clock_nets.png
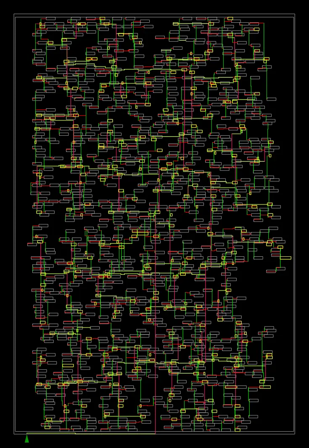
route_heat.png
The die is cut into 14 by 21 equal tiles; white is low, dark blue is high, scaled to the fullest tile. Values are wire area over tile area, all layers added.
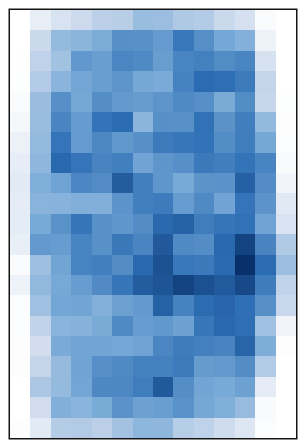
pinout.png
Scale bar: 100 um. Pins as bars across the die edge, other pins in grey.
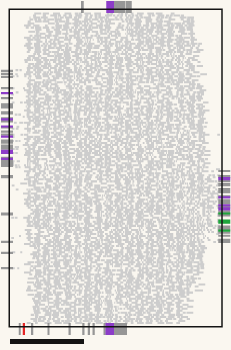
--- src/rtl/regfile.sv ---
// MIPS general-purpose register file: 2^ADDR_WIDTH registers, one write port and two read ports.
// Register 0 reads as zero. A write in the current cycle is forwarded to both read ports.
module regfile #(
    parameter int DATA_WIDTH = 32,
    parameter int ADDR_WIDTH = 5
) (
    input  logic                  clock,
    input  logic                  reset,
    input  logic                  write_enable,
    input  logic [ADDR_WIDTH-1:0] write_addr,
    input  logic [DATA_WIDTH-1:0] write_data,
    input  logic                  read1_enable,
    input  logic [ADDR_WIDTH-1:0] read1_addr,
    output logic [DATA_WIDTH-1:0] read1_data,
    input  logic                  read2_enable,
    input  logic [ADDR_WIDTH-1:0] read2_addr,
    output logic [DATA_WIDTH-1:0] read2_data,
    input  logic [ADDR_WIDTH-1:0] probe_addr,
    output logic [DATA_WIDTH-1:0] probe_data
);

    localparam int NREGS = 1 << ADDR_WIDTH;

    // Register 0 has no storage; the array starts at index 1.
    logic [DATA_WIDTH-1:0] regs_q [1:NREGS-1];
    logic [DATA_WIDTH-1:0] regs_d [1:NREGS-1];

    logic write_live;

    assign write_live = write_enable && (write_addr != '0);

    always_comb begin
        regs_d = regs_q;
        if (write_live) begin
            regs_d[write_addr] = write_data;
        end
    end

    always_ff @(posedge clock or negedge reset) begin
        if (!reset) begin
            regs_q <= '{default: '0};
        end else begin
            regs_q <= regs_d;
        end
    end

    function automatic logic [DATA_WIDTH-1:0] read_port(
        input logic                  rst_ok,
        input logic                  en,
        input logic [ADDR_WIDTH-1:0] addr,
        input logic                  wr_live,
        input logic [ADDR_WIDTH-1:0] wr_addr,
        input logic [DATA_WIDTH-1:0] wr_data,
        input logic [DATA_WIDTH-1:0] stored
    );
        logic [DATA_WIDTH-1:0] value;
        value = '0;
        if (rst_ok && en && (addr != '0)) begin
            if (wr_live && (wr_addr == addr)) begin
                value = wr_data;
            end else begin
                value = stored;
            end
        end
        return value;
    endfunction

    logic [DATA_WIDTH-1:0] stored1;
    logic [DATA_WIDTH-1:0] stored2;
    logic [DATA_WIDTH-1:0] stored_p;

    // Storage lookups are guarded so address 0 never indexes the array.
    always_comb begin
        stored1  = '0;
        stored2  = '0;
        stored_p = '0;
        if (read1_addr != '0) begin
            stored1 = regs_q[read1_addr];
        end
        if (read2_addr != '0) begin
            stored2 = regs_q[read2_addr];
        end
        if (probe_addr != '0) begin
            stored_p = regs_q[probe_addr];
        end
    end

    always_comb begin
        read1_data = read_port(reset, read1_enable, read1_addr,
                               write_live, write_addr, write_data, stored1);
        read2_data = read_port(reset, read2_enable, read2_addr,
                               write_live, write_addr, write_data, stored2);
        probe_data = reset ? stored_p : '0;
    end

endmodule

--- config.mk ---
export PLATFORM = sky130hd
export DESIGN_NAME = regfile
export DESIGN_NICKNAME = d
export VERILOG_FILES = /design/src/rtl/regfile.sv
export SDC_FILE = /design/constraint.sdc
export NUM_CORES = 2
export LEC_CHECK = 0
export CAP_MARGIN = 40
export CELL_PAD_IN_SITES_DETAIL_PLACEMENT = 1
export CELL_PAD_IN_SITES_GLOBAL_PLACEMENT = 2
export CORE_ASPECT_RATIO = 1.5
export CORE_MARGIN = 1
export CORE_UTILIZATION = 52
export CTS_BUF_LIST = sky130_fd_sc_hd__clkbuf_8
export DETAILED_ROUTE_END_ITERATION = 10
export PLACE_DENSITY = 0.9
export SETUP_SLACK_MARGIN = 0.3
export SLEW_MARGIN = 20
export SYNTH_ARGS = -nofsm -noshare
export SYNTH_HDL_FRONTEND = slang
export SYNTH_SLANG_ARGS = --single-unit
--- constraint.sdc ---
create_clock -name clock -period 11.1 [get_ports clock]
set_input_delay 2.775 -clock clock [delete_from_list [all_inputs] [get_ports clock]]
set_output_delay 2.775 -clock clock [all_outputs]
set_load 0.02 [all_outputs]
==> ci_impl_report.md <==
## Synthesis and layout report

| Metric | Value |
|---|---|
| Power per cell area | 167 nW/um^2 |
| GR peak layer | met2 |
| Share of layout cells above drive strength 1 | 53.7% |
| Xor+xnor area frac | 0.141% |
| Dpl cells | 5,581 |
| Endpoint class of the critical path | primary output |
| Slew @ Worst Pin | 1000 ps |
| Largest reg by FF count | regs_q |
| Dominant Register Cell | dfrtp_1 |
| Flop pwr share | 44.0% |
| Final hold viol count | 0 |
| Simple-Gate Fraction of Synth Area | 2.22% |
| Outcome | finished, final reports clean |
| Post-route ant nets | 0 |
| Vias in the first global route | 48,100 |
| NumNets Final | 4,239 |
| Final core utilization | 58.6% |
| Reg2reg setup slack | 10,240 ps |
| Clock share of power | 29.1% |
| Internal | 7.89 mW |
| Met3 Resource Use GR | 10.8% |
| Clk ins delay skew pair | 900 ps |
| Pre-CTS setup slack | 1760 ps |
| CTS tree | yes |
Back to the opening pictures, clock_nets.png:
P_clk: 3.35 mW
Setup Skew: 0 ps
Clock buffer cells: 201

Back to the opening pictures, route_heat.png:
- mean over tiles: 0.35
- tiles over half the peak: 60%
- nearly empty tiles: 7.8%
Vias: 45,100
All-Layer GR Usage: 40.2%

Back to the opening pictures, pinout.png:
- green: write_addr (pins 5; direction input; edge east)
- red: reset (pins 1; direction input; edge south)
- purple: probe_data (pins 32; direction output; edge 10 south, 9 north, 7 west, 6 east)
- all pins by edge: 45 west, 38 east, 37 south, 33 north

Power and IR drop assume default switching activity.
